===== src/rtl/uart_word_tx_engine_pkg.sv =====
// Shared definitions for the word-to-serial UART TX engine: FSM states,
// ASCII offsets, legal chunk sizes and the nibble-to-hex-ASCII helper.
// No ports. Imported by uart_word_fifo and uart_word_tx_engine.
package uart_word_tx_engine_pkg;

   typedef enum logic [1:0] {
      ST_IDLE = 2'd0,
      ST_SEND = 2'd1,
      ST_WAIT = 2'd2
   } state_t;

   localparam logic [7:0] ASCII_DIGIT_OFS = 8'h30;   // '0'
   localparam logic [7:0] ASCII_ALPHA_OFS = 8'h37;   // 'A' - 10
   localparam int         CHUNK_NIBBLE    = 4;
   localparam int         CHUNK_BYTE      = 8;

   // 0..9 -> '0'..'9', 10..15 -> 'A'..'F'
   function automatic logic [7:0] hex_ascii(input logic [3:0] n);
      return (n < 4'd10) ? (ASCII_DIGIT_OFS + {4'h0, n})
                         : (ASCII_ALPHA_OFS + {4'h0, n});
   endfunction

   function automatic bit is_pow2(input int v);
      return (v > 0) && ((v & (v - 1)) == 0);
   endfunction

endpackage


===== src/rtl/uart_word_fifo.sv =====
// Purpose: synchronous word FIFO with drop-on-full; head word visible on rd_data.
// Latency: a word written in cycle N is visible at the head (empty=0) in cycle N+1.
// Backpressure: none upstream; a write while full without a same-cycle pop is dropped and flagged on drop.
// Ports: clk/reset (async active-low), wr_en/wr_data push side, rd_en pop side,
//        rd_data head word, full/empty status, drop = this cycle's write was discarded.
module uart_word_fifo
   import uart_word_tx_engine_pkg::*;
#(
   parameter int WIDTH = 32,
   parameter int DEPTH = 4
) (
   input  logic             clk,
   input  logic             reset,
   input  logic             wr_en,
   input  logic [WIDTH-1:0] wr_data,
   input  logic             rd_en,
   output logic [WIDTH-1:0] rd_data,
   output logic             full,
   output logic             empty,
   output logic             drop
);

   localparam int            AW       = (DEPTH > 1) ? $clog2(DEPTH) : 1;
   localparam logic [AW:0]   FULL_CNT = (AW + 1)'(DEPTH);

   logic [WIDTH-1:0] mem [DEPTH];
   logic [AW-1:0]    wr_ptr;
   logic [AW-1:0]    rd_ptr;
   logic [AW:0]      count;
   logic             do_rd;
   logic             do_wr;

   // A pop frees a slot in the same cycle, so a write into a full FIFO is
   // still accepted when it coincides with a pop.
   assign do_rd = rd_en && (count != '0);
   assign do_wr = wr_en && ((count != FULL_CNT) || do_rd);

   assign rd_data = mem[rd_ptr];
   assign full    = (count == FULL_CNT);
   assign empty   = (count == '0);
   assign drop    = wr_en && !do_wr;

   always_ff @(posedge clk or negedge reset) begin
      if (!reset) begin
         wr_ptr <= '0;
         rd_ptr <= '0;
         count  <= '0;
      end else begin
         // DEPTH is a power of two, so the pointers wrap naturally.
         if (do_wr) wr_ptr <= wr_ptr + 1'b1;
         if (do_rd) rd_ptr <= rd_ptr + 1'b1;
         case ({do_wr, do_rd})
            2'b10:   count <= count + 1'b1;
            2'b01:   count <= count - 1'b1;
            default: count <= count;
         endcase
      end
   end

   // Storage needs no reset: count/pointers decide what is valid.
   always_ff @(posedge clk) begin
      if (do_wr) mem[wr_ptr] <= wr_data;
   end

   if (!is_pow2(DEPTH) || DEPTH < 2) begin : g_bad_depth
      $error("uart_word_fifo: DEPTH must be a power of two and >= 2");
   end

endmodule


===== src/rtl/uart_word_tx_engine.sv =====
// Purpose: buffers CPU words and streams them as CHUNK_BITS chunks (optionally hex-ASCII) to a byte UART.
// Latency: wr_en in cycle N into an idle, empty engine -> pop in N+1 -> tx_start in N+2.
// Backpressure: one byte in flight; next tx_start only after tx_done. Full FIFO drops writes and sets overflow.
// Ports: clk, reset (async active-low); wr_en/wr_data word push; clr_flags_n clears sticky flags;
//        tx_done/tx_start/tx_byte byte-transmitter handshake; busy, fifo_full, fifo_empty,
//        overflow (sticky drop), done_flag (bit0 sticky: a full word has been sent).
module uart_word_tx_engine
   import uart_word_tx_engine_pkg::*;
#(
   parameter int DATA_WIDTH = 32,
   parameter int CHUNK_BITS = 4,
   parameter int FIFO_DEPTH = 4,
   parameter int MSB_FIRST  = 0,
   parameter int HEX_ASCII  = 1
) (
   input  logic                  clk,
   input  logic                  reset,
   input  logic                  wr_en,
   input  logic [DATA_WIDTH-1:0] wr_data,
   input  logic                  clr_flags_n,
   input  logic                  tx_done,
   output logic                  tx_start,
   output logic [7:0]            tx_byte,
   output logic                  busy,
   output logic                  fifo_full,
   output logic                  fifo_empty,
   output logic                  overflow,
   output logic [DATA_WIDTH-1:0] done_flag
);

   localparam int             NCHUNK     = DATA_WIDTH / CHUNK_BITS;
   localparam int             CW         = (NCHUNK > 1) ? $clog2(NCHUNK) : 1;
   localparam logic [CW-1:0]  LAST_CHUNK = CW'(NCHUNK - 1);

   state_t                state;
   logic [DATA_WIDTH-1:0] shift_reg;
   logic [DATA_WIDTH-1:0] shift_next;
   logic [CW-1:0]         chunk_cnt;
   logic [DATA_WIDTH-1:0] fifo_head;
   logic                  fifo_pop;
   logic                  fifo_drop;
   logic                  word_done;
   logic                  done_bit;

   // Extract the chunk that is next on the wire and encode it as a byte.
   function automatic logic [7:0] enc_chunk(input logic [DATA_WIDTH-1:0] sr);
      logic [CHUNK_BITS-1:0] c;
      c = (MSB_FIRST != 0) ? sr[DATA_WIDTH-1 -: CHUNK_BITS] : sr[CHUNK_BITS-1:0];
      if (CHUNK_BITS == CHUNK_NIBBLE && HEX_ASCII != 0)
         return hex_ascii(4'(c));
      return 8'(c);
   endfunction

   uart_word_fifo #(
      .WIDTH (DATA_WIDTH),
      .DEPTH (FIFO_DEPTH)
   ) u_fifo (
      .clk     (clk),
      .reset   (reset),
      .wr_en   (wr_en),
      .wr_data (wr_data),
      .rd_en   (fifo_pop),
      .rd_data (fifo_head),
      .full    (fifo_full),
      .empty   (fifo_empty),
      .drop    (fifo_drop)
   );

   // The FSM only pops from IDLE, so a pop never races an empty FIFO.
   assign fifo_pop   = (state == ST_IDLE) && !fifo_empty;
   assign shift_next = (MSB_FIRST != 0) ? (shift_reg << CHUNK_BITS)
                                        : (shift_reg >> CHUNK_BITS);
   assign word_done  = (state == ST_WAIT) && tx_done && (chunk_cnt == LAST_CHUNK);
   assign busy       = (state != ST_IDLE);
   assign done_flag  = {{(DATA_WIDTH-1){1'b0}}, done_bit};

   // tx_byte is loaded on the transition into SEND so it is already valid
   // when tx_start is high, and it is held untouched until the next load.
   always_ff @(posedge clk or negedge reset) begin
      if (!reset) begin
         state     <= ST_IDLE;
         shift_reg <= '0;
         chunk_cnt <= '0;
         tx_start  <= 1'b0;
         tx_byte   <= '0;
      end else begin
         tx_start <= 1'b0;
         case (state)
            ST_IDLE: begin
               if (!fifo_empty) begin
                  shift_reg <= fifo_head;
                  chunk_cnt <= '0;
                  tx_byte   <= enc_chunk(fifo_head);
                  tx_start  <= 1'b1;
                  state     <= ST_SEND;
               end
            end
            ST_SEND: begin
               // tx_done here belongs to no byte of ours and is ignored.
               state <= ST_WAIT;
            end
            ST_WAIT: begin
               if (tx_done) begin
                  if (chunk_cnt == LAST_CHUNK) begin
                     state <= ST_IDLE;
                  end else begin
                     shift_reg <= shift_next;
                     chunk_cnt <= chunk_cnt + 1'b1;
                     tx_byte   <= enc_chunk(shift_next);
                     tx_start  <= 1'b1;
                     state     <= ST_SEND;
                  end
               end
            end
            default: state <= ST_IDLE;
         endcase
      end
   end

   // Sticky flags: a set event in the same cycle as a clear wins, so a
   // completion or drop is never lost to a concurrent software clear.
   always_ff @(posedge clk or negedge reset) begin
      if (!reset) begin
         done_bit <= 1'b0;
         overflow <= 1'b0;
      end else begin
         if (word_done)         done_bit <= 1'b1;
         else if (!clr_flags_n) done_bit <= 1'b0;
         if (fifo_drop)         overflow <= 1'b1;
         else if (!clr_flags_n) overflow <= 1'b0;
      end
   end

   if ((DATA_WIDTH % CHUNK_BITS) != 0 ||
       (CHUNK_BITS != CHUNK_NIBBLE && CHUNK_BITS != CHUNK_BYTE)) begin : g_bad_chunk
      $error("uart_word_tx_engine: CHUNK_BITS must be 4 or 8 and divide DATA_WIDTH");
   end

endmodule


===== config.mk =====
export PLATFORM = sky130hd
export DESIGN_NAME = uart_word_tx_engine
export DESIGN_NICKNAME = d
export VERILOG_FILES = /design/src/rtl/uart_word_tx_engine_pkg.sv /design/src/rtl/uart_word_fifo.sv /design/src/rtl/uart_word_tx_engine.sv
export SDC_FILE = /design/constraint.sdc
export NUM_CORES = 1
export LEC_CHECK = 0
export ABC_AREA = 1
export CAP_MARGIN = 20
export CORE_MARGIN = 5
export CORE_UTILIZATION = 56
export DETAILED_ROUTE_END_ITERATION = 10
export PLACE_DENSITY = 0.79
export SLEW_MARGIN = 20
export SYNTH_ARGS = -nofsm -noshare
export SYNTH_HDL_FRONTEND = slang
export SYNTH_SLANG_ARGS = --single-unit

===== constraint.sdc =====
create_clock -name clk -period 4 [get_ports clk]
set_input_delay 1.2 -clock clk [delete_from_list [all_inputs] [get_ports clk]]
set_output_delay 1.2 -clock clk [all_outputs]
set_load 0.1 [all_outputs]

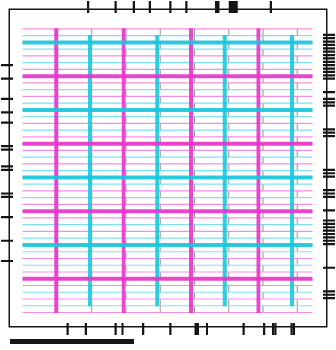
Figure 1: run 1, PDN straps and rails.
Bar = 50 µm. Pins as bars on the die edge. Tap cells in grey.
- cyan: VDD
- magenta: VSS
- met5 straps: 8
- rows: 42
- signal pins: 82
- tap cells: 176
Die X-Extent: 127 µm
placeable core region: 0.0133 mm²
vertical extent of the die: 127 µm
maximum resistive drop on vdd: 0.394 mV

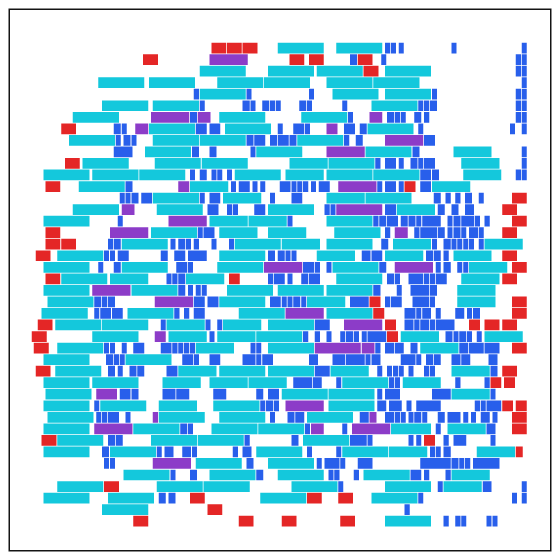
Figure 2: run 1, placed cells, one colour a class.
- purple: clock drivers and dummy loads (cells 32)
- red: remaining buffers and delay cells (cells 58)
- cyan: sequential cells (cells 178)
- blue: combinational and other logic (cells 432)
sequential share of cell area: 0.586
post-route cell area: 0.00869 mm²

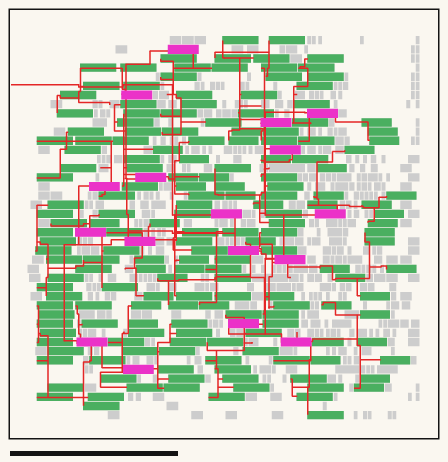
Figure 3: run 1, clock network drawn from the DEF.
Bar = 50 µm.
- green: flip-flops (count 178)
- magenta: clock drivers (count 17)
- red: clock wires (length 1840 µm)
- routed clock nets: 18

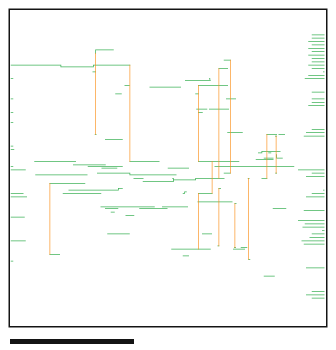
Figure 4: run 1, wiring by layer.
Bar = 50 µm. Two of the layers only.
- green: metal 3 (wire length 827 µm)
- orange: metal 4 (wire length 362 µm)
Total Routed Length: 14900 µm
Vias: 4855
overall routing resource usage: 0.196

==> flow_summary.html, run 1 <==
<h3>Run summary</h3>
<table>
<tr><th>Metric</th><th>Value</th></tr>
<tr><th colspan="2">Clocking</th></tr>
<tr><td>Maximum clock insertion buffer count</td><td>2</td></tr>
<tr><td>Hold-fix buffers, CTS</td><td>0</td></tr>
<tr><td>Post-cts resize count</td><td>0</td></tr>
<tr><td>Number of buffers inserted to repair setup after CTS</td><td>0</td></tr>
<tr><td>CTS H-tree lvls</td><td>4</td></tr>
<tr><td>TritonCTS clock tree</td><td>done</td></tr>
<tr><td>Clock insertion delay at the later pin of the skew report</td><td>0.43 ns</td></tr>
<tr><td>Number of buffers created by CTS</td><td>17</td></tr>
<tr><td># clock sinks</td><td>178</td></tr>
<tr><td>Root Driver</td><td>sky130_fd_sc_hd__clkbuf_16</td></tr>
<tr><td>Register clock-pin slew on the reported worst setup and hold paths</td><td>0.07 ns</td></tr>
<tr><th colspan="2">Global route</th></tr>
<tr><td>First-pass GRT wire length</td><td>24600 µm</td></tr>
<tr><td>Via count of the first global-routing pass</td><td>5018</td></tr>
<tr><td>Grt total ovfl</td><td>0</td></tr>
<tr><td>Pin count of the biggest net entering global routing</td><td>65</td></tr>
<tr><td>Number of antenna violations at the first check in global routing</td><td>0</td></tr>
<tr><th colspan="2">Worst setup path</th></tr>
<tr><td>Critical-path cell with the highest stage delay</td><td>sky130_fd_sc_hd__clkdlybuf4s50_1</td></tr>
<tr><td>Critical path launch point type</td><td>flip-flop</td></tr>
<tr><td>Worst setup path class</td><td>reg2out</td></tr>
<tr><td>Arrival time of the worst setup path</td><td>1.93 ns</td></tr>
<tr><td>Worst stage delay on the critical path</td><td>1.15 ns</td></tr>
<tr><td>Buffer-and-inverter tally for the worst setup path</td><td>1</td></tr>
<tr><td>Critical R2R Capture</td><td>tx_byte[2]$_DFFE_PN0P_</td></tr>
<tr><td>Startpoint of the lowest-slack register-to-register path</td><td>u_fifo.rd_ptr[0]$_DFFE_PN0P_</td></tr>
<tr><td>R2r setup slk</td><td>1.66 ns</td></tr>
<tr><td>Cell class contributing the biggest share of worst-path delay</td><td>buffers and inverters</td></tr>
<tr><td>Worst-path cell chain</td><td>clkdlybuf4s50_1</td></tr>
<tr><td>Capturing element type of the critical path</td><td>output pin</td></tr>
<tr><td>Maximum fanout along the worst path</td><td>2</td></tr>
<tr><td>Length in cells of the worst reg-to-reg path</td><td>10</td></tr>
<tr><td>Crit path required time</td><td>2.80 ns</td></tr>
<tr><th colspan="2">Min path</th></tr>
<tr><td>Hold depth</td><td>1</td></tr>
<tr><td>Hold Startpoint</td><td>chunk_cnt[0]$_DFFE_PN0P_</td></tr>
<tr><td>Hold endpoint</td><td>chunk_cnt[0]$_DFFE_PN0P_</td></tr>
<tr><td>Hold WC Path Type</td><td>reg2reg</td></tr>
<tr><th colspan="2">Finish</th></tr>
<tr><td>Combined area of the multi-input logic cells</td><td>0.00211 mm²</td></tr>
<tr><td>P&amp;R area growth vs syn</td><td>12.8%</td></tr>
<tr><td>Top library cells by usage in the layout, fill and taps aside</td><td>128 x sky130_fd_sc_hd__edfxtp_1, 95 x sky130_fd_sc_hd__nor2_1, 78 x sky130_fd_sc_hd__nand2_1</td></tr>
<tr><td>Combinational Gates</td><td>398</td></tr>
<tr><td>Final core utilization</td><td>0.651</td></tr>
<tr><td>Clock Buffer Count</td><td>18</td></tr>
<tr><td>Largest register FFs</td><td>128</td></tr>
<tr><td>Count of fill cells added during filler insertion</td><td>983</td></tr>
<tr><td>Total Nets Final</td><td>733</td></tr>
<tr><td>Layout sequential cell count</td><td>178</td></tr>
<tr><td>Cell class with the largest area share</td><td>sequential cells</td></tr>
<tr><td>Most common cell after layout, fill and taps aside</td><td>sky130_fd_sc_hd__edfxtp_1</td></tr>
<tr><td>Data buffer area share</td><td>0.0628</td></tr>
<tr><td>Clock-cell share of area</td><td>0.0681</td></tr>
<tr><td>Seq. cell area</td><td>0.00510 mm²</td></tr>
<tr><td>Buffers outside the clock class</td><td>58</td></tr>
<tr><td>Multi-input logic portion of the cell area</td><td>0.242</td></tr>
<tr><td>Fraction of layout cells with a size suffix above 1</td><td>0.119</td></tr>
<tr><td>Non-CTS inverters</td><td>34</td></tr>
<tr><th colspan="2">Routing</th></tr>
<tr><td>Via-to-Cell Ratio</td><td>5.54</td></tr>
<tr><td>Residual DRC count</td><td>0</td></tr>
<tr><td>Number of optimization iterations in the first detailed-route pass</td><td>5</td></tr>
<tr><td>Number of routed nets with antenna violations</td><td>0</td></tr>
<tr><th colspan="2">Place</th></tr>
<tr><td>Port bufs</td><td>49</td></tr>
<tr><td>HPWL after DPL</td><td>8930 µm</td></tr>
<tr><td># placed instances</td><td>844</td></tr>
<tr><td>Area after DPL</td><td>0.00810 mm²</td></tr>
<tr><th colspan="2">Synthesis</th></tr>
<tr><td>Async set-or-reset flop fraction in the synthesized netlist</td><td>0.281</td></tr>
<tr><td>Register bit total from synthesis</td><td>178</td></tr>
<tr><td>Mean instance size in the synthesized netlist</td><td>11.9 µm²</td></tr>
<tr><td>Flip-flops with a built-in enable</td><td>128</td></tr>
<tr><td>Tally of yosys warning messages</td><td>0</td></tr>
<tr><td>Sequential fraction of the synthesis area</td><td>0.661</td></tr>
<tr><td>Synthesized instance count</td><td>646</td></tr>
<tr><td>Summed instance area of the synthesized netlist</td><td>0.00770 mm²</td></tr>
<tr><td>Distinct cells, synth</td><td>39</td></tr>
<tr><td>Synthesized chip area reported by yosys</td><td>0.00770 mm²</td></tr>
<tr><td>Prevailing post-synth register cell</td><td>sky130_fd_sc_hd__edfxtp_1</td></tr>
<tr><th colspan="2">Power and ir drop</th></tr>
<tr><td>Power dissipated in sequential cells</td><td>2760 µW</td></tr>
<tr><td>Static leakage</td><td>0.00338 µW</td></tr>
<tr><td>Sequential share of power</td><td>0.371</td></tr>
<tr><td>Total net switching power</td><td>3100 µW</td></tr>
<tr><td>Power dissipated in combinational cells</td><td>3030 µW</td></tr>
<tr><td>Clock distribution power</td><td>1640 µW</td></tr>
<tr><td>Main power-consuming group</td><td>combinational cells</td></tr>
<tr><td>Net switching share of the total power</td><td>0.417</td></tr>
<tr><td>Combinational group share of total power</td><td>0.408</td></tr>
<tr><td>Cell internal power dissipation</td><td>4340 µW</td></tr>
<tr><td>Share of power burned in the clock network</td><td>0.221</td></tr>
<tr><th colspan="2">Die</th></tr>
<tr><td>Fraction of the core area occupied by cells at floorplan</td><td>0.577</td></tr>
<tr><td>Num tapcells</td><td>176</td></tr>
<tr><td>I/O Pins</td><td>82</td></tr>
<tr><td>Total Die Area</td><td>0.0162 mm²</td></tr>
<tr><td>Count of standard-cell rows</td><td>42</td></tr>
<tr><th colspan="2">Final timing</th></tr>
<tr><td>Relative slew slack</td><td>0.343</td></tr>
<tr><td>Final Hold Slack</td><td>0.490 ns</td></tr>
<tr><td>Clock skew after layout</td><td>0.00838 ns</td></tr>
<tr><td>Actual transition at the worst max-transition pin</td><td>0.982 ns</td></tr>
<tr><td>Number of hold-slack violations in the final timing report</td><td>0</td></tr>
<tr><td>Setup repair after global routing missed its margin</td><td>no</td></tr>
<tr><td>Final period demand of the worst path</td><td>3.13 ns</td></tr>
<tr><td>Final TNS setup</td><td>0 ns</td></tr>
<tr><td>Final setup violation count</td><td>0</td></tr>
<tr><td>Fmax</td><td>319 MHz</td></tr>
<tr><td>Crit share post-route</td><td>0.783</td></tr>
<tr><td>Pins over their slew limit</td><td>0</td></tr>
<tr><th colspan="2">Flow run</th></tr>
<tr><td>Max-cap viol count</td><td>0</td></tr>
<tr><td>Count of tool warnings</td><td>29</td></tr>
<tr><th colspan="2">Run status</th></tr>
<tr><td>Result of the run</td><td>complete, no violations</td></tr>
</table>
==> run 1: routing by layer <==
metal  wire, µm  vias to the layer above  track usage
met1       6090                     2363        0.243
li1           -                     2286            -
met2       7670                      177        0.327
met4        361                        0       0.0940
met5          0                        -            0
met3        826                       29       0.0422
==> run 1: Yosys cell counts (all sizes together) (3+ instances only) <==
cell,instances,area (µm²)
nand4,3,18.8
nand3,14,118
ha,8,100
a21oi,12,63.8
clkbuf,5,23.8
dfrtp,50,1250
o22ai,4,25.0
nand2,91,389
xor2,4,35.0
o21ai,68,352
nor2,101,384
edfxtp,128,3840
o211ai,49,378
inv,34,130
a22o,4,35.0
buf,62,475
==> run 1: through the flow <==
step	setup slack, ns	power, µW
after global routing	0.814	7920
after floorplan	0.946	5260
after global placement	1.16	5680
after CTS	0.849	7480
final	0.866	7440
after detailed placement	1.09	5820
==> run 1: how the worst max path moves through the flow <==
stage,from,endpoint,slack (ns),depth (start not counted)
floorplan,wr_en,u_fifo.mem[0][0]$_DFFE_PP_,0.95,2
finish,tx_byte[4]$_DFFE_PN0P_,tx_byte[4],0.87,1
CTS,tx_byte[4]$_DFFE_PN0P_,tx_byte[4],0.85,1
global placement,wr_en,u_fifo.mem[3][16]$_DFFE_PP_,1.16,4
detailed placement,wr_en,u_fifo.mem[0][15]$_DFFE_PP_,1.09,4
global route,tx_byte[4]$_DFFE_PN0P_,tx_byte[4],0.81,1
==> run 1: logic make-up (layout without fill, tap and decap cells) <==
family | count (synthesis) | count (layout) | synth area share
compound gates | 143 | 143 | 0.117
xor+xnor | 4 | 4 | 0.00455
fa+ha+maj | 9 | 9 | 0.0156
buf+inv | 101 | 124 | 0.0817
flops | 178 | 178 | 0.661
other cells | 1 | 32 | 0.000487
simple gates | 210 | 210 | 0.119
==> run 1 -> run 2 <==
==> constraint.sdc (replaced) <==
create_clock -name clk -period 3.2 [get_ports clk]
set_input_delay 0.96 -clock clk [delete_from_list [all_inputs] [get_ports clk]]
set_output_delay 0.96 -clock clk [all_outputs]
set_load 0.1 [all_outputs]
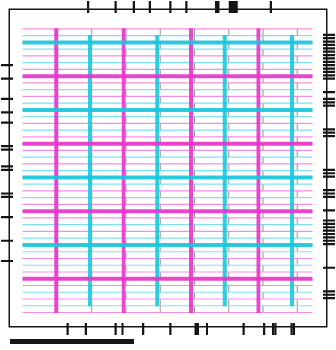
Figure 5: run 2, PDN straps and rails.
Bar = 50 µm. Pins as bars on the die edge. Tap cells in grey.
- magenta: VSS
- cyan: VDD
- rows: 42
- met1 rails: 43
- tap cells: 176
- signal pins: 82
maximum resistive drop on vdd: 0.513 mV

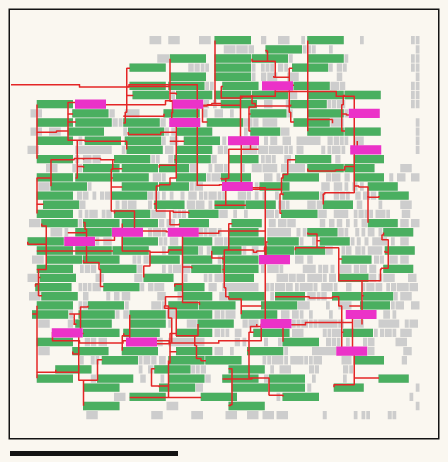
Figure 6: run 2, clock network drawn from the DEF.
Bar = 50 µm.
- magenta: clock drivers (count 17)
- green: flip-flops (count 178)
- red: clock wires (length 1780 µm)
- flops lie: spread over the die
clock insertion delay at the later pin of the skew report: 0.43 ns
share of power burned in the clock network: 0.225
clock skew after layout: 0.00512 ns

==> flow_summary.html, run 2 <==
<h3>Run summary</h3>
<table>
<tr><th>Metric</th><th>Value</th></tr>
<tr><th colspan="2">Synthesis</th></tr>
<tr><td>Distinct cells, synth</td><td>39 (unchanged)</td></tr>
<tr><td>Async set-or-reset flop fraction in the synthesized netlist</td><td>0.281 (unchanged)</td></tr>
<tr><td>Flip-flops with a built-in enable</td><td>128 (unchanged)</td></tr>
<tr><td>Synthesized chip area reported by yosys</td><td>0.00770 mm² (unchanged)</td></tr>
<tr><td>Register bit total from synthesis</td><td>178 (unchanged)</td></tr>
<tr><td>Main area contributors after synthesis</td><td>sky130_fd_sc_hd__edfxtp_1 50%, sky130_fd_sc_hd__dfrtp_1 16%, sky130_fd_sc_hd__nor2_1 4.8% (unchanged)</td></tr>
<tr><td>Synthesized instance count</td><td>646 (unchanged)</td></tr>
<tr><td>Summed instance area of the synthesized netlist</td><td>0.00770 mm² (unchanged)</td></tr>
<tr><td>Library cell occupying the most area in the post-synthesis netlist</td><td>sky130_fd_sc_hd__edfxtp_1 (unchanged)</td></tr>
<tr><td>Area share of the largest cell type after synthesis</td><td>0.499 (unchanged)</td></tr>
<tr><td>Mean instance size in the synthesized netlist</td><td>11.9 µm² (unchanged)</td></tr>
<tr><td>Most frequent cell after synthesis</td><td>sky130_fd_sc_hd__edfxtp_1 (unchanged)</td></tr>
<tr><td>Leading cell types by count after synthesis</td><td>128 x sky130_fd_sc_hd__edfxtp_1, 99 x sky130_fd_sc_hd__nor2_1, 78 x sky130_fd_sc_hd__nand2_1 (unchanged)</td></tr>
<tr><td>Sequential fraction of the synthesis area</td><td>0.661 (unchanged)</td></tr>
<tr><td>Tally of yosys warning messages</td><td>0 (unchanged)</td></tr>
<tr><td>Count of instantiated cells in the yosys netlist</td><td>646 (unchanged)</td></tr>
<tr><td>Prevailing post-synth register cell</td><td>sky130_fd_sc_hd__edfxtp_1 (unchanged)</td></tr>
<tr><th colspan="2">Final timing</th></tr>
<tr><td>Final period demand of the worst path</td><td>2.47 ns</td></tr>
<tr><td>Final setup violation count</td><td>0 (unchanged)</td></tr>
<tr><td>Final TNS setup</td><td>0 ns (unchanged)</td></tr>
<tr><td>Number of hold-slack violations in the final timing report</td><td>0 (unchanged)</td></tr>
<tr><td>Fmax</td><td>405 MHz</td></tr>
<tr><td>Actual transition at the worst max-transition pin</td><td>0.626 ns (was 0.982 ns)</td></tr>
<tr><td>Setup repair after global routing missed its margin</td><td>no (unchanged)</td></tr>
<tr><td>Pins over their slew limit</td><td>0 (unchanged)</td></tr>
<tr><td>Crit share post-route</td><td>0.771</td></tr>
<tr><td>Setup slack after layout</td><td>0.732 ns (was 0.866 ns)</td></tr>
<tr><td>Relative slew slack</td><td>0.582 (was 0.343)</td></tr>
<tr><th colspan="2">Clocking</th></tr>
<tr><td>Hold-fix buffers, CTS</td><td>0 (unchanged)</td></tr>
<tr><td>Maximum clock insertion buffer count</td><td>2 (unchanged)</td></tr>
<tr><td>Number of buffers created by CTS</td><td>17 (unchanged)</td></tr>
<tr><td>Number of buffers inserted to repair setup after CTS</td><td>0 (unchanged)</td></tr>
<tr><td>TritonCTS clock tree</td><td>done (unchanged)</td></tr>
<tr><td># clock sinks</td><td>178 (unchanged)</td></tr>
<tr><td>CTS H-tree lvls</td><td>4 (unchanged)</td></tr>
<tr><td>Post-cts resize count</td><td>0 (unchanged)</td></tr>
<tr><td>Register clock-pin slew on the reported worst setup and hold paths</td><td>0.06 ns (was 0.07 ns)</td></tr>
<tr><td>Root Driver</td><td>sky130_fd_sc_hd__clkbuf_16 (unchanged)</td></tr>
<tr><th colspan="2">Die</th></tr>
<tr><td>I/O Pins</td><td>82 (unchanged)</td></tr>
<tr><td>Placeable core region</td><td>0.0133 mm² (unchanged)</td></tr>
<tr><td>Die X-Extent</td><td>127 µm (unchanged)</td></tr>
<tr><td>Vertical extent of the die</td><td>127 µm (unchanged)</td></tr>
<tr><td>Total Die Area</td><td>0.0162 mm² (unchanged)</td></tr>
<tr><td>Fraction of the core area occupied by cells at floorplan</td><td>0.577 (unchanged)</td></tr>
<tr><td>Count of standard-cell rows</td><td>42 (unchanged)</td></tr>
<tr><th colspan="2">Power and ir drop</th></tr>
<tr><td>Final Power</td><td>9400 µW (was 7440 µW)</td></tr>
<tr><td>Sequential share of power</td><td>0.369 (was 0.371)</td></tr>
<tr><td>Net switching share of the total power</td><td>0.414 (was 0.417)</td></tr>
<tr><td>Power per cell area</td><td>1070 mW/mm² (was 856 mW/mm²)</td></tr>
<tr><td>Power dissipated in combinational cells</td><td>3820 µW (was 3030 µW)</td></tr>
<tr><td>Power dissipated in sequential cells</td><td>3470 µW (was 2760 µW)</td></tr>
<tr><td>Clock distribution power</td><td>2120 µW (was 1640 µW)</td></tr>
<tr><td>Total net switching power</td><td>3890 µW (was 3100 µW)</td></tr>
<tr><td>Static leakage</td><td>0.00344 µW (was 0.00338 µW)</td></tr>
<tr><td>Main power-consuming group</td><td>combinational cells (unchanged)</td></tr>
<tr><td>Combinational group share of total power</td><td>0.406 (was 0.408)</td></tr>
<tr><td>Cell internal power dissipation</td><td>5510 µW (was 4340 µW)</td></tr>
<tr><th colspan="2">Worst setup path</th></tr>
<tr><td>Arrival time of the worst setup path</td><td>1.51 ns (was 1.93 ns)</td></tr>
<tr><td>Critical-path cell with the highest stage delay</td><td>sky130_fd_sc_hd__dfrtp_1 (was sky130_fd_sc_hd__clkdlybuf4s50_1)</td></tr>
<tr><td>Startpoint of the lowest-slack register-to-register path</td><td>u_fifo.rd_ptr[0]$_DFFE_PN0P_ (unchanged)</td></tr>
<tr><td>Critical path launch point type</td><td>flip-flop (unchanged)</td></tr>
<tr><td>Length in cells of the worst reg-to-reg path</td><td>10 (unchanged)</td></tr>
<tr><td>Worst stage delay on the critical path</td><td>0.40 ns (was 1.15 ns)</td></tr>
<tr><td>Critical R2R Capture</td><td>tx_byte[0]$_DFFE_PN0P_ (was tx_byte[2]$_DFFE_PN0P_)</td></tr>
<tr><td>R2r setup slk</td><td>0.85 ns (was 1.66 ns)</td></tr>
<tr><td>Capturing element type of the critical path</td><td>output pin (unchanged)</td></tr>
<tr><td>Crit path required time</td><td>2.24 ns (was 2.80 ns)</td></tr>
<tr><td>Worst-path cell chain</td><td>nor2_2 -&gt; nand2_1 -&gt; inv_1 -&gt; buf_4 (was clkdlybuf4s50_1)</td></tr>
<tr><td>Worst setup path class</td><td>reg2out (unchanged)</td></tr>
<tr><td>Maximum fanout along the worst path</td><td>3 (was 2)</td></tr>
<tr><th colspan="2">Min path</th></tr>
<tr><td>Hold WC Path Type</td><td>reg2reg (unchanged)</td></tr>
<tr><td>Hold endpoint</td><td>shift_reg[14]$_DFFE_PN0P_ (was chunk_cnt[0]$_DFFE_PN0P_)</td></tr>
<tr><td>Hold Startpoint</td><td>shift_reg[14]$_DFFE_PN0P_ (was chunk_cnt[0]$_DFFE_PN0P_)</td></tr>
<tr><td>Hold depth</td><td>2 (was 1)</td></tr>
<tr><th colspan="2">Finish</th></tr>
<tr><td>Top library cells by usage in the layout, fill and taps aside</td><td>128 x sky130_fd_sc_hd__edfxtp_1, 95 x sky130_fd_sc_hd__nor2_1, 78 x sky130_fd_sc_hd__nand2_1 (unchanged)</td></tr>
<tr><td>Total Nets Final</td><td>737 (was 733)</td></tr>
<tr><td>Total inserted antenna cells</td><td>0 (unchanged)</td></tr>
<tr><td>Final cell count without fillers</td><td>880 (was 876)</td></tr>
<tr><td>P&amp;R area growth vs syn</td><td>13.6% (was 12.8%)</td></tr>
<tr><td>Largest register FFs</td><td>128 (unchanged)</td></tr>
<tr><td>Fraction of layout cells with a size suffix above 1</td><td>0.135 (was 0.119)</td></tr>
<tr><td>Most common cell after layout, fill and taps aside</td><td>sky130_fd_sc_hd__edfxtp_1 (unchanged)</td></tr>
<tr><th colspan="2">Routing</th></tr>
<tr><td>1st-iter DRT viols</td><td>512 (was 435)</td></tr>
<tr><td>Total Routed Length</td><td>15000 µm (was 14900 µm)</td></tr>
<tr><td>Met2 WL post-DR</td><td>7720 µm (was 7670 µm)</td></tr>
<tr><td>Routed metal-1 wire length</td><td>6200 µm (was 6090 µm)</td></tr>
<tr><td>Number of routed nets with antenna violations</td><td>0 (unchanged)</td></tr>
<tr><td>Vias</td><td>4865 (was 4855)</td></tr>
<tr><td>Detailed route wirelength on metal3</td><td>957 µm (was 826 µm)</td></tr>
<tr><td>Top sig layer</td><td>met4 (unchanged)</td></tr>
<tr><td>Via-to-Cell Ratio</td><td>5.53 (was 5.54)</td></tr>
<tr><td>Routed length per placed instance</td><td>17.0 µm (was 17.1 µm)</td></tr>
<tr><td>Number of optimization iterations in the first detailed-route pass</td><td>5 (unchanged)</td></tr>
<tr><td>Residual DRC count</td><td>0 (unchanged)</td></tr>
<tr><th colspan="2">Place</th></tr>
<tr><td>Placer congestion estimate</td><td>0.782 (was 0.792)</td></tr>
<tr><td># placed instances</td><td>848 (was 844)</td></tr>
<tr><td>Post-Place Worst Slack</td><td>0.574 ns (was 1.09 ns)</td></tr>
<tr><td>Port bufs</td><td>49 (unchanged)</td></tr>
<tr><td>HPWL after DPL</td><td>9250 µm (was 8930 µm)</td></tr>
<tr><th colspan="2">Global route</th></tr>
<tr><td>Most Used Layer, Global Route</td><td>met2 (unchanged)</td></tr>
<tr><td>First-pass GRT wire length</td><td>24700 µm (was 24600 µm)</td></tr>
<tr><td>Via count of the first global-routing pass</td><td>4843 (was 5018)</td></tr>
<tr><td>Pin count of the biggest net entering global routing</td><td>57 (was 65)</td></tr>
<tr><td>Met2 GRT Util</td><td>0.333 (was 0.327)</td></tr>
<tr><td>Number of antenna violations at the first check in global routing</td><td>0 (unchanged)</td></tr>
<tr><td>GR met1 Demand/Resource</td><td>0.251 (was 0.243)</td></tr>
<tr><td>Overall routing resource usage</td><td>0.196 (about the same)</td></tr>
<tr><td>Met3 GRT Util</td><td>0.0593 (was 0.0422)</td></tr>
<tr><td>Grt total ovfl</td><td>0 (unchanged)</td></tr>
<tr><th colspan="2">Run status</th></tr>
<tr><td>Result of the run</td><td>complete, no violations (unchanged)</td></tr>
<tr><th colspan="2">Flow run</th></tr>
<tr><td>Max-cap viol count</td><td>0 (unchanged)</td></tr>
<tr><td>Count of tool warnings</td><td>29 (unchanged)</td></tr>
</table>
## run 2: cell counts after synthesis
Identical to the previous run, type by type.
## run 2: cell families after synthesis
logic type               Yosys count  synth area share
other                              1          0.000487
buffers and inverters            101            0.0817
flip-flops                       178             0.661
AND-OR/OR-AND                    143             0.117
XOR/XNOR                           4           0.00455
AND/OR/NAND/NOR                  210             0.119
adder cells (fa/ha/maj)            9            0.0156
## run 2: worst max-delay path by stage
stage / from / cells after the start / endpoint / slack (ns)
after global placement: tx_done / 9 / tx_byte[1]$_DFFE_PN0P_ / 0.66
after CTS: u_fifo.count[1]$_DFFE_PN0P_ / 4 / fifo_full / 0.70
after global routing: u_fifo.count[1]$_DFFE_PN0P_ / 4 / fifo_full / 0.63
final: u_fifo.count[1]$_DFFE_PN0P_ / 4 / fifo_full / 0.73
after detailed placement: tx_done / 9 / tx_byte[1]$_DFFE_PN0P_ / 0.57
after floorplan: wr_en / 2 / u_fifo.mem[0][0]$_DFFE_PP_ / 0.39
## run 2: stage by stage
stage / hold slack [ns] / util / area (µm²)
after global placement: 0.463 / 0.610 / 8140
after CTS: 0.484 / 0.655 / 8750
after global routing: 0.515 / 0.655 / 8750
final: 0.479 / 0.655 / 8750
after floorplan: 0.446 / - / 7820
after detailed placement: 0.467 / 0.610 / 8140
## run 2: cell type report
cell class | count | area [µm²]
Clock inverter | 13 | 175
Tap cell | 176 | 220
Clock buffer | 19 | 433
Multi-Input combinational cell | 398 | 2110
Sequential cell | 178 | 5100
Fill cell | 967 | 4600
Timing Repair Buffer | 62 | 588
Inverter | 34 | 130
## run 2: worst max-delay path, delay by kind of cell, from the launching register on
kind | cells | cell delay [ns]
buffers and inverters | 2 | 0.39
flip-flops | 1 | 0.40
AND/OR/NAND/NOR | 2 | 0.28
==> run 2 -> run 3 <==
==> constraint.sdc (replaced) <==
create_clock -name clk -period 2.5 [get_ports clk]
set_input_delay 0.75 -clock clk [delete_from_list [all_inputs] [get_ports clk]]
set_output_delay 0.75 -clock clk [all_outputs]
set_load 0.1 [all_outputs]
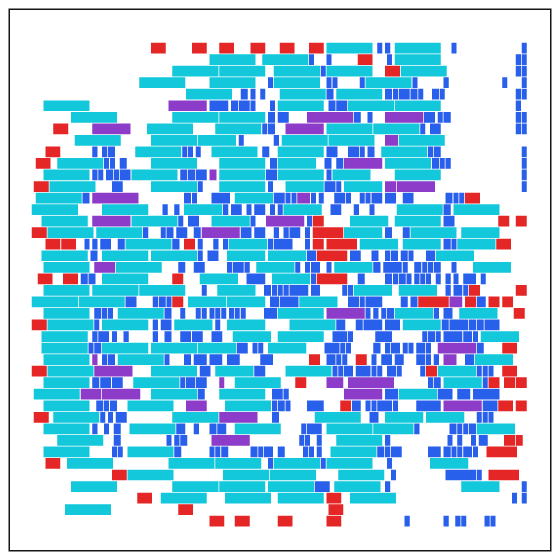
Figure 7: run 3, placed cells, one colour a class.
- blue: combinational and other logic (cells 432)
- purple: clock drivers and dummy loads (cells 32)
- cyan: sequential cells (cells 178)
- red: remaining buffers and delay cells (cells 66)
post-route cell area: 0.00884 mm²
final core utilization: 0.663
sequential share of cell area: 0.576

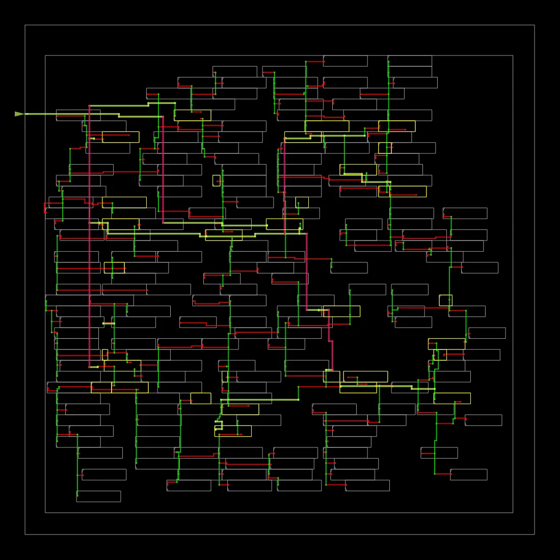
Figure 8: run 3, the clock network.
layout sequential cell count: 178
clock distribution power: 2740 µW
clock skew after layout: 0.00733 ns

==> flow_summary.html, run 3 <==
<h3>Run summary</h3>
<table>
<tr><th>Metric</th><th>Value</th></tr>
<tr><th colspan="2">Synthesis</th></tr>
<tr><td>Synthesized chip area reported by yosys</td><td>0.00770 mm² (unchanged)</td></tr>
<tr><td>Count of instantiated cells in the yosys netlist</td><td>646 (unchanged)</td></tr>
<tr><td>Main area contributors after synthesis</td><td>sky130_fd_sc_hd__edfxtp_1 50%, sky130_fd_sc_hd__dfrtp_1 16%, sky130_fd_sc_hd__nor2_1 4.8% (unchanged)</td></tr>
<tr><td>Flip-flops with a built-in enable</td><td>128 (unchanged)</td></tr>
<tr><td>Tally of yosys warning messages</td><td>0 (unchanged)</td></tr>
<tr><td>Area share of the largest cell type after synthesis</td><td>0.499 (unchanged)</td></tr>
<tr><td>Summed instance area of the synthesized netlist</td><td>0.00770 mm² (unchanged)</td></tr>
<tr><td>Synthesized instance count</td><td>646 (unchanged)</td></tr>
<tr><td>Leading cell types by count after synthesis</td><td>128 x sky130_fd_sc_hd__edfxtp_1, 99 x sky130_fd_sc_hd__nor2_1, 78 x sky130_fd_sc_hd__nand2_1 (unchanged)</td></tr>
<tr><td>Register bit total from synthesis</td><td>178 (unchanged)</td></tr>
<tr><td>Most frequent cell after synthesis</td><td>sky130_fd_sc_hd__edfxtp_1 (unchanged)</td></tr>
<tr><td>Async set-or-reset flop fraction in the synthesized netlist</td><td>0.281 (unchanged)</td></tr>
<tr><td>Prevailing post-synth register cell</td><td>sky130_fd_sc_hd__edfxtp_1 (unchanged)</td></tr>
<tr><td>Library cell occupying the most area in the post-synthesis netlist</td><td>sky130_fd_sc_hd__edfxtp_1 (unchanged)</td></tr>
<tr><td>Mean instance size in the synthesized netlist</td><td>11.9 µm² (unchanged)</td></tr>
<tr><td>Sequential fraction of the synthesis area</td><td>0.661 (unchanged)</td></tr>
<tr><th colspan="2">Final timing</th></tr>
<tr><td>Final TNS setup</td><td>0 ns (unchanged)</td></tr>
<tr><td>Number of hold-slack violations in the final timing report</td><td>0 (unchanged)</td></tr>
<tr><td>Relative slew slack</td><td>0.575 (was 0.582)</td></tr>
<tr><td>Final Hold Slack</td><td>0.427 ns (was 0.479 ns)</td></tr>
<tr><td>Final setup violation count</td><td>0 (unchanged)</td></tr>
<tr><td>Setup slack after layout</td><td>0.304 ns (was 0.732 ns)</td></tr>
<tr><td>Setup repair after global routing missed its margin</td><td>no (unchanged)</td></tr>
<tr><td>Final period demand of the worst path</td><td>2.20 ns</td></tr>
<tr><td>Fmax</td><td>455 MHz</td></tr>
<tr><td>Crit share post-route</td><td>0.878</td></tr>
<tr><td>Actual transition at the worst max-transition pin</td><td>0.637 ns (was 0.626 ns)</td></tr>
<tr><th colspan="2">Die</th></tr>
<tr><td>Total Die Area</td><td>0.0162 mm² (unchanged)</td></tr>
<tr><td>Placeable core region</td><td>0.0133 mm² (unchanged)</td></tr>
<tr><td>Count of standard-cell rows</td><td>42 (unchanged)</td></tr>
<tr><td>Fraction of the core area occupied by cells at floorplan</td><td>0.577 (unchanged)</td></tr>
<tr><td>I/O Pins</td><td>82 (unchanged)</td></tr>
<tr><td>Vertical extent of the die</td><td>127 µm (unchanged)</td></tr>
<tr><th colspan="2">Power and ir drop</th></tr>
<tr><td>Share of power burned in the clock network</td><td>0.225 (about the same)</td></tr>
<tr><td>Maximum resistive drop on vdd</td><td>0.656 mV (was 0.513 mV)</td></tr>
<tr><td>Static leakage</td><td>0.00348 µW (was 0.00344 µW)</td></tr>
<tr><td>Cell internal power dissipation</td><td>7250 µW (was 5510 µW)</td></tr>
<tr><td>Total net switching power</td><td>4930 µW (was 3890 µW)</td></tr>
<tr><td>Power per cell area</td><td>1380 mW/mm² (was 1070 mW/mm²)</td></tr>
<tr><td>Net switching share of the total power</td><td>0.405 (was 0.414)</td></tr>
<tr><th colspan="2">Place</th></tr>
<tr><td>Area after DPL</td><td>0.00822 mm² (was 0.00814 mm²)</td></tr>
<tr><td># placed instances</td><td>852 (was 848)</td></tr>
<tr><td>Placer congestion estimate</td><td>0.847 (was 0.782)</td></tr>
<tr><td>Port bufs</td><td>49 (unchanged)</td></tr>
<tr><td>HPWL after DPL</td><td>9210 µm (was 9250 µm)</td></tr>
<tr><td>Post-Place Worst Slack</td><td>0.0826 ns (was 0.574 ns)</td></tr>
<tr><th colspan="2">Global route</th></tr>
<tr><td>Most Used Layer, Global Route</td><td>met2 (unchanged)</td></tr>
<tr><td>Met2 GRT Util</td><td>0.320 (was 0.333)</td></tr>
<tr><td>Grt total ovfl</td><td>0 (unchanged)</td></tr>
<tr><td>First-pass GRT wire length</td><td>23700 µm (was 24700 µm)</td></tr>
<tr><td>Number of antenna violations at the first check in global routing</td><td>0 (unchanged)</td></tr>
<tr><td>Met3 GRT Util</td><td>0.0459 (was 0.0593)</td></tr>
<tr><td>Via count of the first global-routing pass</td><td>4774 (was 4843)</td></tr>
<tr><td>Overall routing resource usage</td><td>0.188 (was 0.196)</td></tr>
<tr><td>Pin count of the biggest net entering global routing</td><td>57 (unchanged)</td></tr>
<tr><td>GR met1 Demand/Resource</td><td>0.240 (was 0.251)</td></tr>
<tr><th colspan="2">Finish</th></tr>
<tr><td>Final cell count without fillers</td><td>884 (was 880)</td></tr>
<tr><td>Largest register FFs</td><td>128 (unchanged)</td></tr>
<tr><td>Top library cells by usage in the layout, fill and taps aside</td><td>128 x sky130_fd_sc_hd__edfxtp_1, 95 x sky130_fd_sc_hd__nor2_1, 78 x sky130_fd_sc_hd__nand2_1 (unchanged)</td></tr>
<tr><td>Most common cell after layout, fill and taps aside</td><td>sky130_fd_sc_hd__edfxtp_1 (unchanged)</td></tr>
<tr><td>Count of fill cells added during filler insertion</td><td>932 (was 967)</td></tr>
<tr><td>Total Nets Final</td><td>741 (was 737)</td></tr>
<tr><td>Total inserted antenna cells</td><td>0 (unchanged)</td></tr>
<tr><td>P&amp;R area growth vs syn</td><td>14.8% (was 13.6%)</td></tr>
<tr><td>Fraction of layout cells with a size suffix above 1</td><td>0.141 (was 0.135)</td></tr>
<tr><th colspan="2">Clocking</th></tr>
<tr><td>Clock insertion delay at the later pin of the skew report</td><td>0.43 ns (about the same)</td></tr>
<tr><td>TritonCTS clock tree</td><td>done (unchanged)</td></tr>
<tr><td>Maximum clock insertion buffer count</td><td>2 (unchanged)</td></tr>
<tr><td># clock sinks</td><td>178 (unchanged)</td></tr>
<tr><td>Root Driver</td><td>sky130_fd_sc_hd__clkbuf_16 (unchanged)</td></tr>
<tr><td>Hold-fix buffers, CTS</td><td>0 (unchanged)</td></tr>
<tr><td>Number of buffers created by CTS</td><td>17 (unchanged)</td></tr>
<tr><td>Register clock-pin slew on the reported worst setup and hold paths</td><td>0.06 ns (about the same)</td></tr>
<tr><td>Number of buffers inserted to repair setup after CTS</td><td>0 (unchanged)</td></tr>
<tr><th colspan="2">Worst setup path</th></tr>
<tr><td>Crit path required time</td><td>1.75 ns (was 2.24 ns)</td></tr>
<tr><td>R2r setup slk</td><td>0.55 ns (was 0.85 ns)</td></tr>
<tr><td>Critical path launch point type</td><td>flip-flop (unchanged)</td></tr>
<tr><td>Arrival time of the worst setup path</td><td>1.45 ns (was 1.51 ns)</td></tr>
<tr><td>Worst setup path class</td><td>reg2out (unchanged)</td></tr>
<tr><td>Worst stage delay on the critical path</td><td>0.40 ns (about the same)</td></tr>
<tr><td>Maximum fanout along the worst path</td><td>3 (unchanged)</td></tr>
<tr><td>Critical-path cell with the highest stage delay</td><td>sky130_fd_sc_hd__dfrtp_1 (unchanged)</td></tr>
<tr><td>Buffer-and-inverter tally for the worst setup path</td><td>2 (unchanged)</td></tr>
<tr><td>Worst-path cell chain</td><td>nor2_2 -&gt; nand2_1 -&gt; inv_1 -&gt; buf_12 (was nor2_2 -&gt; nand2_1 -&gt; inv_1 -&gt; buf_4)</td></tr>
<tr><th colspan="2">Routing</th></tr>
<tr><td>Total Routed Length</td><td>14500 µm (was 15000 µm)</td></tr>
<tr><td>Number of optimization iterations in the first detailed-route pass</td><td>5 (unchanged)</td></tr>
<tr><td>1st-iter DRT viols</td><td>400 (was 512)</td></tr>
<tr><td>Routed length per placed instance</td><td>16.4 µm (was 17.0 µm)</td></tr>
<tr><td>Via-to-Cell Ratio</td><td>5.43 (was 5.53)</td></tr>
<tr><td>Residual DRC count</td><td>0 (unchanged)</td></tr>
<tr><td>Number of routed nets with antenna violations</td><td>0 (unchanged)</td></tr>
<tr><td>Vias</td><td>4796 (was 4865)</td></tr>
<tr><th colspan="2">Run status</th></tr>
<tr><td>Result of the run</td><td>complete, no violations (unchanged)</td></tr>
<tr><th colspan="2">Flow run</th></tr>
<tr><td>Count of tool warnings</td><td>30 (was 29)</td></tr>
<tr><td>Max-cap viol count</td><td>0 (unchanged)</td></tr>
<tr><th colspan="2">Min path</th></tr>
<tr><td>Hold WC Path Type</td><td>in2async (was reg2reg)</td></tr>
</table>
run 3: area by class of cell:
cell class	instances	area [µm²]	area share
sequential	178	5100	0.576
timing repair buffer	66	668	0.0756
clock inverter	10	149	0.0168
clock buffer	22	474	0.0536
tap	176	220	0.0249
multi-input combinational	398	2110	0.238
inverter	34	130	0.0147
run 3: power by group through the flow:
stage	Clock, µW	Sequential (µW)	Combinational [µW]
CTS	2770	4410	5070
detailed placement	0	4460	5040
global route	2920	4480	5580
finish	2740	4410	5020
floorplan	0	4830	3580
global placement	0	4420	4880
run 3: layer usage:
metal / part of all wire / up-vias
met4: 0.012 / 0
met1: 0.42 / 2338
met2: 0.51 / 142
li1: - / 2302
met5: 0 / -
met3: 0.057 / 14
run 3: final timing paths:
| kind | start | endpoint | cells after the start |
|---|---|---|---|
| min in group clk | shift_reg[18]$_DFFE_PN0P_ | shift_reg[18]$_DFFE_PN0P_ | 2 |
| worst max register to register | u_fifo.rd_ptr[1]$_DFFE_PN0P_ | tx_byte[2]$_DFFE_PN0P_ | 8 |
| worst min-delay path | reset | u_fifo.count[0]$_DFFE_PN0P_ | 2 |
| max in group asynchronous | reset | u_fifo.rd_ptr[0]$_DFFE_PN0P_ | 2 |
| worst max-delay path | u_fifo.count[1]$_DFFE_PN0P_ | fifo_full | 4 |
| worst min register to register | shift_reg[18]$_DFFE_PN0P_ | shift_reg[18]$_DFFE_PN0P_ | 2 |
run 3: logic make-up after synthesis:
kind of cell / count (synthesis) / synth area share
AND/OR/NAND/NOR: 210 / 0.119
XOR/XNOR: 4 / 0.00455
adder cells (fa/ha/maj): 9 / 0.0156
AND-OR/OR-AND: 143 / 0.117
buffers and inverters: 101 / 0.0817
other: 1 / 0.000487
flip-flops: 178 / 0.661
Power figures rest on the tool's default switching activity, not on a simulated workload.
